$ cat config.mk
export PLATFORM = sky130hd
export DESIGN_NAME = write_buffer_ahb
export DESIGN_NICKNAME = d
export VERILOG_FILES = /design/src/rtl/write_buffer_pkg.sv /design/src/rtl/wb_fifo.sv /design/src/rtl/write_buffer_ahb.sv
export SDC_FILE = /design/constraint.sdc
export NUM_CORES = 1
export LEC_CHECK = 0
export ABC_AREA = 1
export CAP_MARGIN = 20
export CORE_MARGIN = 4
export CORE_UTILIZATION = 50
export CTS_BUF_LIST = sky130_fd_sc_hd__clkbuf_4 sky130_fd_sc_hd__clkbuf_8 sky130_fd_sc_hd__clkbuf_16
export DETAILED_ROUTE_END_ITERATION = 7
export PLACE_DENSITY = 0.72
export SYNTH_ARGS = -nofsm -noshare
export SYNTH_HDL_FRONTEND = slang
export SYNTH_SLANG_ARGS = --single-unit
$ cat constraint.sdc
create_clock -name clk -period 4.2 [get_ports clk]
set_input_delay 1.05 -clock clk [delete_from_list [all_inputs] [get_ports clk]]
set_output_delay 1.05 -clock clk [all_outputs]
set_load 0.01 [all_outputs]
$ cat src/rtl/write_buffer_pkg.sv
// Shared definitions for the AHB-side write buffer: default sizes, parity mode
// and the parity helper used on the consumer-facing data word.
package write_buffer_pkg;

   localparam int DEFAULT_WIDTH = 32;
   localparam int DEFAULT_DEPTH = 4;
   localparam int MAX_WIDTH     = 64;

   typedef enum logic {
      PARITY_EVEN = 1'b0,
      PARITY_ODD  = 1'b1
   } parity_mode_e;

   // Callers zero-extend narrower words to MAX_WIDTH; padding zeros leave the
   // XOR reduction unchanged.
   function automatic logic calc_parity(input logic [MAX_WIDTH-1:0] data,
                                        input parity_mode_e         mode);
      return (^data) ^ (mode == PARITY_ODD);
   endfunction

endpackage

$ cat src/rtl/wb_fifo.sv
// Circular FIFO with occupancy counter; full/empty come from the count so the
// pointers can wrap freely with no spare slot.
module wb_fifo
   import write_buffer_pkg::*;
#(
   parameter int DEPTH = DEFAULT_DEPTH,
   parameter int WIDTH = DEFAULT_WIDTH
) (
   input  logic             i_clk,
   input  logic             i_rst,
   input  logic             i_wrEn,
   input  logic [WIDTH-1:0] i_wrData,
   input  logic             i_rdEn,
   output logic [WIDTH-1:0] o_rdData,
   output logic             o_full,
   output logic             o_empty
);

   localparam int            AW         = $clog2(DEPTH);
   localparam logic [AW-1:0] PTR_ONE    = AW'(1);
   localparam logic [AW:0]   CNT_ONE    = (AW+1)'(1);
   localparam logic [AW:0]   FULL_COUNT = (AW+1)'(DEPTH);

   logic [WIDTH-1:0] r_mem [DEPTH];
   logic [AW-1:0]    r_wrPtr;
   logic [AW-1:0]    r_rdPtr;
   logic [AW:0]      r_count;
   logic             w_push;
   logic             w_pop;

   assign o_full   = (r_count == FULL_COUNT);
   assign o_empty  = (r_count == '0);
   assign w_push   = i_wrEn && !o_full;
   assign w_pop    = i_rdEn && !o_empty;
   assign o_rdData = r_mem[r_rdPtr];

   // Storage is intentionally left out of reset; only the bookkeeping is cleared.
   always_ff @(posedge i_clk) begin
      if (w_push && !i_rst) begin
         r_mem[r_wrPtr] <= i_wrData;
      end
   end

   always_ff @(posedge i_clk) begin
      if (i_rst) begin
         r_wrPtr <= '0;
         r_rdPtr <= '0;
         r_count <= '0;
      end else begin
         if (w_push) begin
            r_wrPtr <= r_wrPtr + PTR_ONE;
         end
         if (w_pop) begin
            r_rdPtr <= r_rdPtr + PTR_ONE;
         end
         unique case ({w_push, w_pop})
            2'b10:   r_count <= r_count + CNT_ONE;
            2'b01:   r_count <= r_count - CNT_ONE;
            default: r_count <= r_count;
         endcase
      end
   end

endmodule

$ cat src/rtl/write_buffer_ahb.sv
// Write buffer between an AHB-style producer and a request/acknowledge consumer,
// with zero-masked output data and selectable even/odd parity.
module write_buffer_ahb
   import write_buffer_pkg::*;
#(
   parameter int DEPTH = DEFAULT_DEPTH,
   parameter int WIDTH = DEFAULT_WIDTH
) (
   input  logic             clk,
   input  logic             rst,
   input  logic [WIDTH-1:0] HRDATA,
   input  logic             HREADYOUT,
   output logic             HREADY,
   output logic             YREQ,
   input  logic             YACK,
   output logic [WIDTH-1:0] YDATA,
   input  logic             PARITYSEL,
   output logic             YPARITY
);

   logic [WIDTH-1:0]     w_rdData;
   logic                 w_full;
   logic                 w_empty;
   logic [MAX_WIDTH-1:0] w_parityIn;
   parity_mode_e         w_mode;

   wb_fifo #(
      .DEPTH (DEPTH),
      .WIDTH (WIDTH)
   ) u_fifo (
      .i_clk    (clk),
      .i_rst    (rst),
      .i_wrEn   (HREADYOUT),
      .i_wrData (HRDATA),
      .i_rdEn   (YACK),
      .o_rdData (w_rdData),
      .o_full   (w_full),
      .o_empty  (w_empty)
   );

   assign HREADY = !w_full;
   assign YREQ   = !w_empty;
   assign YDATA  = w_empty ? '0 : w_rdData;

   always_comb begin
      w_parityIn            = '0;
      w_parityIn[WIDTH-1:0] = YDATA;
   end

   assign w_mode  = PARITYSEL ? PARITY_ODD : PARITY_EVEN;
   assign YPARITY = calc_parity(w_parityIn, w_mode);

endmodule

Run 1, gate families picked out:
Scale: 3 px per µm.
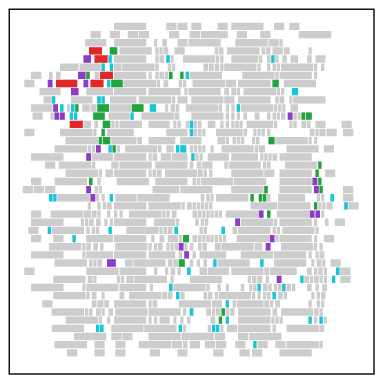
| colour | family | cells | most used |
|---|---|---|---|
| green | nor cells | 33 | nor2_1 |
| purple | aoi and oai cells | 25 | o21ai_1 |
| cyan | inv cells | 56 | inv_1 |
| red | fa/ha/maj cells | 6 | ha_1 |
Non-Filler Instances: 928
logic gate fraction of the total cell area: 24.82%
leading cell type in the layout, fill and taps excluded: sky130_fd_sc_hd__nand2_1

Run 1, layout detail:
Window x 46 to 76, y 46 to 76 µm. Cells in grey, sequential cells in the stronger grey; small squares are vias.
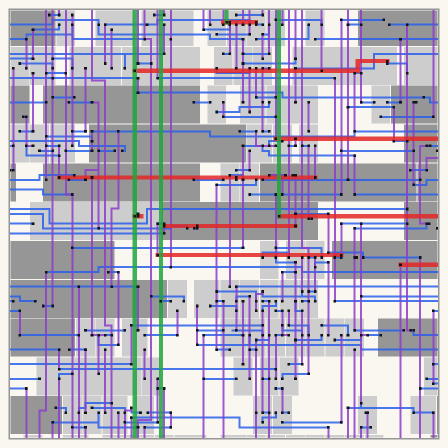
| colour | layer |
|---|---|
| red | metal 3 |
| purple | metal 2 |
| blue | metal 1 |
| green | metal 4 |
most frequent: nand2_1 (42), edfxtp_1 (9), nand3_1 (8)
netlist names of flops here include: u_fifo.r_mem (9)
sequential cells in the window: 9
cells with their middle in the window: 73

Run 1, cell placement:
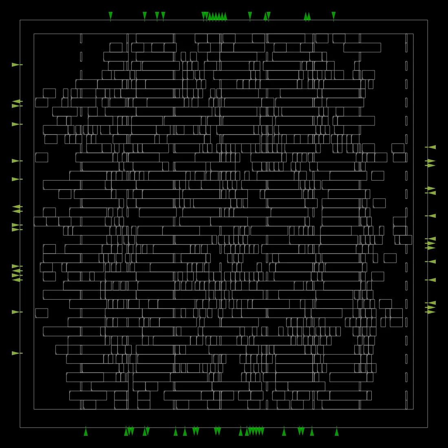
seq_cells: 137
fill cell total of the finished layout: 986
count of standard-cell rows: 41

Run 1, signal wires by layer:
Scale: 3 px per µm. Only two layers are drawn.
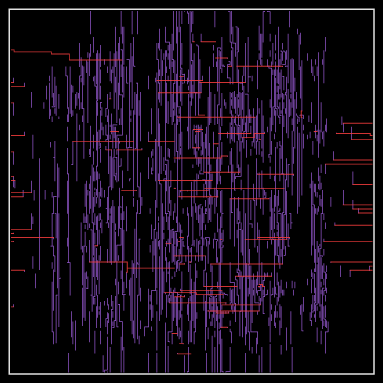
| colour | layer | wire length |
|---|---|---|
| purple | metal 2 | 7450 µm |
| red | metal 3 | 745 µm |

==> Implementation_results.wiki, run 1 <==
== Metrics ==
{| class="wikitable"
! Metric !! Value
|-
| Most instantiated cells after synthesis || sky130_fd_sc_hd__nand2_1, sky130_fd_sc_hd__edfxtp_1, sky130_fd_sc_hd__nand3_1
|-
| Heaviest power group || combinational logic
|-
| Data required time of the critical path || 3150 ps
|-
| Cell taking the most area after synthesis || sky130_fd_sc_hd__edfxtp_1
|-
| Worst path arrival time || between 2000 and 3000 ps
|-
| Maximum frequency from static timing analysis || approximately 250 MHz
|-
| Number of antenna-violating nets in the routed design || 0
|-
| Switch Pwr || between 2 and 2.5 mW
|-
| Biggest regs || u_fifo.r_mem x128, u_fifo.r_count x3
|-
| Vias per Instance || 5.167
|-
| Wire length of the first global-routing pass || 22.20 mm
|-
| Top cells by area, synth || sky130_fd_sc_hd__edfxtp_1, sky130_fd_sc_hd__nand2_1, sky130_fd_sc_hd__nand3_1
|-
| Top logic family || simple AND/OR/NAND/NOR gates
|-
| Core utilization at floorplan || around half
|-
| Multiplexer share || 0%
|-
| CTS Buf Count || 17
|-
| Post-detailed-placement half-perimeter wirelength || 9.069 mm
|-
| Path class of the lowest-slack min-delay path || reg2reg
|-
| Maximum fanout encountered on the critical timing path || 17
|-
| Number of enable flip-flop cells || 128
|-
| Number of nets in the layout || 786
|-
| GR Util All Layers || 19.79%
|-
| Post_cts resized || 1
|-
| Largest net degree at the start of global routing || 36
|-
| Xor-xnor portion of the synthesized cell area || 0%
|-
| Tmin final || around 4000 ps
|-
| Number of antenna violations at the first check in global routing || 0
|-
| Power attributed to the clock group || approximately 1.3 mW
|-
| Synth flops || 137
|-
| Power consumed by combinational cells || around 2.9 mW
|-
| Internal Dissipation || roughly 3.6 mW
|-
| Number of warning messages in the logs || 29
|-
| Fraction of the mapped netlist area in compound gates || under 10%
|-
| Worst-case setup margin in the final layout || between 150 and 200 ps
|-
| Detailed-routing iteration count for the pre-antenna-repair pass || 5
|-
| Post-cts hold buffer count || 0
|-
| Postcts setup bufs || 0
|-
| Sequential cell power || between 1.5 and 2 mW
|-
| Yosys synthesis warning count || 0
|-
| Top-area cell type share of the netlist area || 60.13%
|-
| TritonCTS clock tree || yes
|-
| Sequential fraction of design power || 27.9%
|-
| Level count of the clock H-tree || 4
|-
| Netlist area before placement || 0.006392 mm²
|-
| Number of cells in the yosys synthesis report || 657
|-
| Synthesized area divided by synthesized cell count || slightly below 10 µm²
|-
| Launch instance of the worst min-delay path || u_fifo.r_count[0]
|-
| Worst ir drop on vdd || between 0.3 and 0.4 mV
|-
| Total power || just under 6 mW
|-
| Number of maximum-capacitance violations || 0
|-
| Vertical die dimension || around 120 µm
|-
| Wirelength, routed || 14.47 mm
|-
| Dominant logic cell types in the final layout || sky130_fd_sc_hd__nand2_1, sky130_fd_sc_hd__edfxtp_1, sky130_fd_sc_hd__nand3_1
|-
| Routed met1 length || 5.856 mm
|-
| Count of port buffers added during placement || 71
|-
| Worst clock skew || 3.992 ps
|-
| Flip-flop count of the largest register after layout || 128
|-
| Layout Utilization || 63.78%
|-
| Final tally of max-slew violations || 0
|-
| Worst setup slack before clock tree synthesis || 324.2 ps
|-
| Worst Path Class, Setup || reg2out
|-
| Area growth from synthesis to layout || 25.41%
|-
| Total cell area reported by yosys after synthesis || 0.006392 mm²
|-
| Post-route cell area || 0.008016 mm²
|-
| Initial drt markers || 262
|-
| Instance tally after logic synthesis || approximately 660
|-
| Clock-pin slew on the worst setup and hold paths || 50 ps
|-
| Outcome || finished clean
|-
| Register containing the most flip-flops in the final layout || u_fifo.r_mem
|-
| Routability cong. || about 0.82
|-
| Crit start category || flop
|-
| Share of flip-flops with an asynchronous set or reset after synthesis || 0%
|-
| Reg2reg start || u_fifo.r_count[2]
|-
| Post-Synth Simple-Gate Area || 26.99%
|-
| P per Cell Area || approximately 730 mW/mm²
|-
| Worst-margin pin slew || 537.4 ps
|-
| Width of the die || 121.1 µm
|-
| Leakage power of the design || 3.368 nW
|-
| Wire length on met3 || 744 µm
|-
| DRC violations left || 0
|-
| Insertion Delay late pin || 410 ps
|-
| Area share of fa/ha/maj cells after synthesis || 1.292%
|-
| Vias in the first global route || 4691
|-
| Met2 Wirelength || around 7.5 mm
|-
| Die area || 0.01466 mm²
|-
| Combinational power share || 49.4%
|-
| Inserted Diodes || 0
|-
| Floorplan Nets || 700
|-
| Vias || 4795
|-
| Share of synthesized area occupied by flip-flops and latches || between 60% and 70%
|-
| RSZ-0062 raised after global routing || no
|-
| Post-detailed-placement cell area || approximately 0.0073 mm²
|-
| Final global-route overflow total || 0
|-
| Worst slew margin || 64.09%
|-
| Part of the cycle the worst path needs || between 90% and 100%
|-
| Master cell of the clock root buffer || sky130_fd_sc_hd__clkbuf_16
|-
| Setup crit end kind || output port
|-
| Highest routing layer actually used || met4
|-
| Core area || 0.01257 mm²
|-
| Fraction of final layout cells sized beyond drive strength 1 || 11.64%
|-
| Main flop type after synthesis || sky130_fd_sc_hd__edfxtp_1
|-
| Number of hold violations in the final report || 0
|-
| Distinct cells, synth || 26
|-
| Switching Share || 38.68%
|-
| Total Neg Setup Slack || 0 ps
|-
| Bufs on Longest Clock Path || 2
|-
| Clk sinks || 137
|-
| Detailed-route wire length per cell || around 16 µm
|-
| I/O pin count || 72
|-
| Part of the total power dissipated in the clock network || between 20% and 30%
|-
| Most frequent cell after synthesis || sky130_fd_sc_hd__nand2_1
|-
| Final number of setup-violating endpoints || 0
|}
run 1: worst paths after layout:
check | end | slack, ps | cells after the start
min reg2reg | u_fifo.r_count[0] | 490 | 2
max reg2reg | u_fifo.r_count[2] | 2010 | 12
max | YPARITY | 170 | 17
min | u_fifo.r_count[0] | 490 | 2
run 1: cell families after synthesis:
group           count (synthesis)
simple gates                  407
compound gates                 26
flops                         137
fa+ha+maj                       6
buf+inv                        81
run 1: critical path, cell delays in order, from the launching register on:
cell and delay, ps:
sky130_fd_sc_hd__dfxtp_4 400, sky130_fd_sc_hd__inv_4 140, sky130_fd_sc_hd__buf_12 160, sky130_fd_sc_hd__nor2_1 40, sky130_fd_sc_hd__o21ai_0 270, sky130_fd_sc_hd__nand2_1 140
sky130_fd_sc_hd__nand2_1 100, sky130_fd_sc_hd__nand2_1 90, sky130_fd_sc_hd__nand2_1 80, sky130_fd_sc_hd__nand2_1 110, sky130_fd_sc_hd__nand2_1 80, sky130_fd_sc_hd__nand2_1 50
sky130_fd_sc_hd__nand2_1 50, sky130_fd_sc_hd__nand2_1 90, sky130_fd_sc_hd__nand2_1 80, sky130_fd_sc_hd__inv_1 40, sky130_fd_sc_hd__nor2_1 110, sky130_fd_sc_hd__clkdlybuf4s50_1 550
run 1: metrics by stage:
stage	cells	hold slack [ps]
global route	928	517.1
global placement	886	463.5
finish	928	486.8
CTS	918	492.8
floorplan	657	455.8
detailed placement	886	482.0
run 1: area by class of cell:
type	instances	area, µm²
fill	986	4552
sequential	137	4029
multi-input combinational	439	1989
timing repair buffer	92	1028
clock buffer	21	455.4
inverter	56	217.7
tap	172	215.2
clock inverter	11	81.33
run 1: metal layers:
metal,vias up,GRT usage (%)
met3,33,4.522
met2,134,34.84
met5,-,0
met1,2284,23.21
met4,0,8.357
li1,2344,-
Run 1, wire density map:
Scale: 2 px per µm. 24 x 24 tiles, from dark purple (low) to yellow (high), scaled to the fullest tile. Values are wire area over tile area, all layers added.
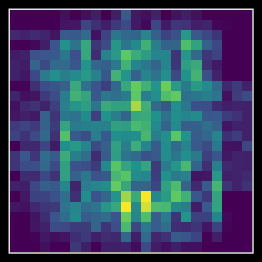

## Run 2: what changed since run 1
--- a/config.mk
+++ b/config.mk
@@ -7,6 +7,7 @@
 export LEC_CHECK = 0
 export ABC_AREA = 1
 export CAP_MARGIN = 20
+export CORE_ASPECT_RATIO = 1.1
 export CORE_MARGIN = 4
 export CORE_UTILIZATION = 50
 export CTS_BUF_LIST = sky130_fd_sc_hd__clkbuf_4 sky130_fd_sc_hd__clkbuf_8 sky130_fd_sc_hd__clkbuf_16
Run 2, wire density map:
Scale: 2 px per µm. 23 x 25 tiles, from dark purple (low) to yellow (high), scaled to the fullest tile. Values are wire area over tile area, all layers added.
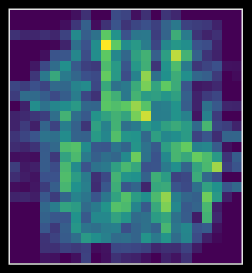
tiles over half the peak: 22%
densest ninth of the die: middle
nearly empty tiles: 16%
emptiest ninth of the die: top left
fullest tile: 0.52
mean over tiles: 0.16

Run 2, signal wires by layer:
Scale: 3 px per µm. Only two layers are drawn.
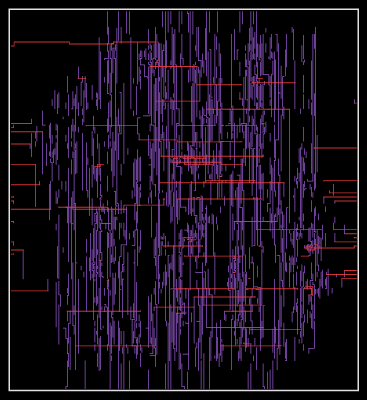
| colour | layer | wire length |
|---|---|---|
| red | metal 3 | 921 µm |
| purple | metal 2 | 7750 µm |
vias: 4797
GR Util All Layers: 20.16%
wirelength, routed: 14.36 mm

==> run 2 against run 1 <==
Area after synthesis did not move. First-iteration DRC count rose by 45%. Register-to-register slack improved by 30 ps. Clock skew rose by 2.9 ps. Utilization fell by 1.5 points.
==> Implementation_results.wiki, run 2 <==
== Metrics ==
{| class="wikitable"
! Metric !! Value
|-
| Outcome || finished clean
|-
| Worst hold path depth || 2
|-
| Detailed-route wire length per cell || about 16 µm
|-
| I/O pin count || 72
|-
| Area growth from synthesis to layout || 22.67%
|-
| Fraction of final layout cells sized beyond drive strength 1 || 10.80%
|-
| Worst Path Class, Setup || reg2out
|-
| Final tally of max-slew violations || 0
|-
| Final number of setup-violating endpoints || 0
|-
| Post-detailed-placement half-perimeter wirelength || 8.973 mm
|-
| Launch instance of the worst min-delay path || u_fifo.r_count[0]
|-
| Bufs on Longest Clock Path || 2
|-
| Maximum fanout encountered on the critical timing path || 20
|-
| Die area || 0.01466 mm²
|-
| Data required time of the critical path || 3150 ps
|-
| Path class of the lowest-slack min-delay path || reg2reg
|-
| Leading cell type in the layout, fill and taps excluded || sky130_fd_sc_hd__nand2_1
|-
| Top cells by area, synth || sky130_fd_sc_hd__edfxtp_1, sky130_fd_sc_hd__nand2_1, sky130_fd_sc_hd__nand3_1
|-
| Largest net degree at the start of global routing || 46
|-
| Share of synthesized area occupied by flip-flops and latches || ~63%
|-
| Biggest regs || u_fifo.r_mem x128, u_fifo.r_count x3
|-
| Clock-pin slew on the worst setup and hold paths || 60 ps
|-
| Insertion Delay late pin || slightly above 400 ps
|-
| Floorplan Nets || 700
|-
| Crit start category || flop
|-
| Vertical die dimension || 126.6 µm
|-
| Clk sinks || ~140
|-
| Number of warning messages in the logs || 29
|-
| Inserted Diodes || 0
|-
| Worst reg2reg path depth || 12
|-
| Part of the cycle the worst path needs || between 90% and 100%
|-
| Distinct cells, synth || 26
|-
| Post-cts hold buffer count || 0
|-
| Fill cell total of the finished layout || between 1000 and 1500
|-
| Count of standard-cell rows || 43
|-
| Routability cong. || 0.7680
|-
| Main flop type after synthesis || sky130_fd_sc_hd__edfxtp_1
|-
| Master cell of the clock root buffer || sky130_fd_sc_hd__clkbuf_16
|-
| RSZ-0062 raised after global routing || no
|-
| Width of the die || 115.8 µm
|-
| Postcts setup bufs || 0
|-
| Final global-route overflow total || 0
|-
| TritonCTS clock tree || yes
|-
| Endpoint of the worst register-to-register path || u_fifo.r_count[2]
|-
| Core area || around 0.013 mm²
|-
| Number of antenna violations at the first check in global routing || 0
|-
| Count of port buffers added during placement || 71
|-
| Number of hold violations in the final report || 0
|-
| Instance tally after logic synthesis || 657
|-
| Post_cts resized || 0
|-
| Netlist area before placement || 0.006392 mm²
|-
| Number of maximum-capacitance violations || 0
|-
| Worst slew margin || 65.26%
|-
| Dominant logic cell types in the final layout || sky130_fd_sc_hd__nand2_1, sky130_fd_sc_hd__edfxtp_1, sky130_fd_sc_hd__nand3_1
|-
| Total cell area reported by yosys after synthesis || 0.006392 mm²
|-
| Yosys synthesis warning count || 0
|-
| Endpoint of the worst hold path || u_fifo.r_count[0]
|-
| Worst clock skew || 6.925 ps
|-
| Largest stage delay on the critical path || 530 ps
|-
| Share of flip-flops with an asynchronous set or reset after synthesis || 0%
|-
| Reg2reg start || u_fifo.r_count[0]
|-
| CTS Buf Count || 17
|-
| Total power || 5.747 mW
|-
| Most frequent cell after synthesis || sky130_fd_sc_hd__nand2_1
|-
| Flip-flop count of the largest register after layout || 128
|-
| Worst path arrival time || 2890 ps
|-
| Vias per Instance || 5.289
|-
| Synthesized area divided by synthesized cell count || 9.730 µm²
|-
| Most used cell along the critical path || sky130_fd_sc_hd__nand2_1
|-
| Synth flops || 137
|-
| Slack of the worst reg-to-reg path || 2040 ps
|-
| Wire length of the first global-routing pass || roughly 23 mm
|-
| Cell chain of the critical path || buf_4 > o21ai_0 > o21ai_0 > nand2_1 > nand2_1 > nand2_1 > inv_1 > nand2_1 > nand2_1 > nand2_1 > nand2_1 > nand2_1 > nand2_1 > nor2_1 > nor2_1 > clkdlybuf4s50_1
|-
| CP delay by family, top || simple AND/OR/NAND/NOR gates
|-
| Core utilization at floorplan || 50.78%
|-
| Number of antenna-violating nets in the routed design || 0
|-
| Register containing the most flip-flops in the final layout || u_fifo.r_mem
|-
| DRC violations left || 0
|-
| Worst-margin pin slew || roughly 520 ps
|-
| Number of nets in the layout || 780
|-
| Setup crit end kind || output port
|-
| P per Cell Area || between 700 and 800 mW/mm²
|}
## run 2: per-stage QoR
step | util, % | setup WS [ps] | hold WS (ps) | instance area, µm² | cells
floorplan | - | 866.7 | 455.8 | 6392 | 657
global placement | 57.46 | 426.5 | 465.4 | 7234 | 874
detailed placement | 57.46 | 372.8 | 468.1 | 7234 | 874
CTS | 61.88 | 102.2 | 476.8 | 7790 | 906
global route | 62.28 | 9.256 | 505.8 | 7841 | 907
finish | 62.28 | 255.3 | 474.9 | 7841 | 907
## run 2: metal layers
metal  up-vias  global-route usage [%]  wire (µm)
met5         -                       0          0
li1       2335                       -          -
met2       153                   36.84       7749
met3        29                   5.439        920
met4         0                   7.509        274
met1      2280                   22.02       5413
## run 2: how the worst max path moves through the flow
stage          startpoint                  to  slack [ps]  cells after the start
6_report             flop             YPARITY         260                     16
5_1_grt              flop             YPARITY           9                     16
4_1_cts              flop             YPARITY         100                     18
3_5_place_dp    PARITYSEL             YPARITY         370                     14
3_3_place_gp    PARITYSEL             YPARITY         430                     14
2_1_floorplan         rst  u_fifo.r_mem[0][0]         870                      3
## run 2: cell families after synthesis
| group | share of synthesized area, % |
|---|---|
| AND/OR/NAND/NOR | 26.99 |
| flip-flops | 62.95 |
| buffers and inverters | 6.518 |
| AND-OR/OR-AND | 2.251 |
| adder cells (fa/ha/maj) | 1.292 |
## run 2: cell type report
cell class	instances	area, µm²	area share [%]
clock buffers	20	447.9	5.712
flip-flops and latches	137	4025	51.33
repair buffers	86	882.1	11.25
well taps	157	196.4	2.505
multi-input cells	439	1964	25.05
inverters	56	217.7	2.776
clock inverters	12	107.6	1.372
## run 2: power breakdown
group	total (mW)	internal [mW]	switching, mW	leakage [nW]
Combinational	2.74	1.07	1.68	1.79
Sequential	1.62	1.59	0.0343	1.24
Clock	1.38	0.877	0.505	0.278
Power figures rest on the tool's default switching activity, not on a simulated workload.
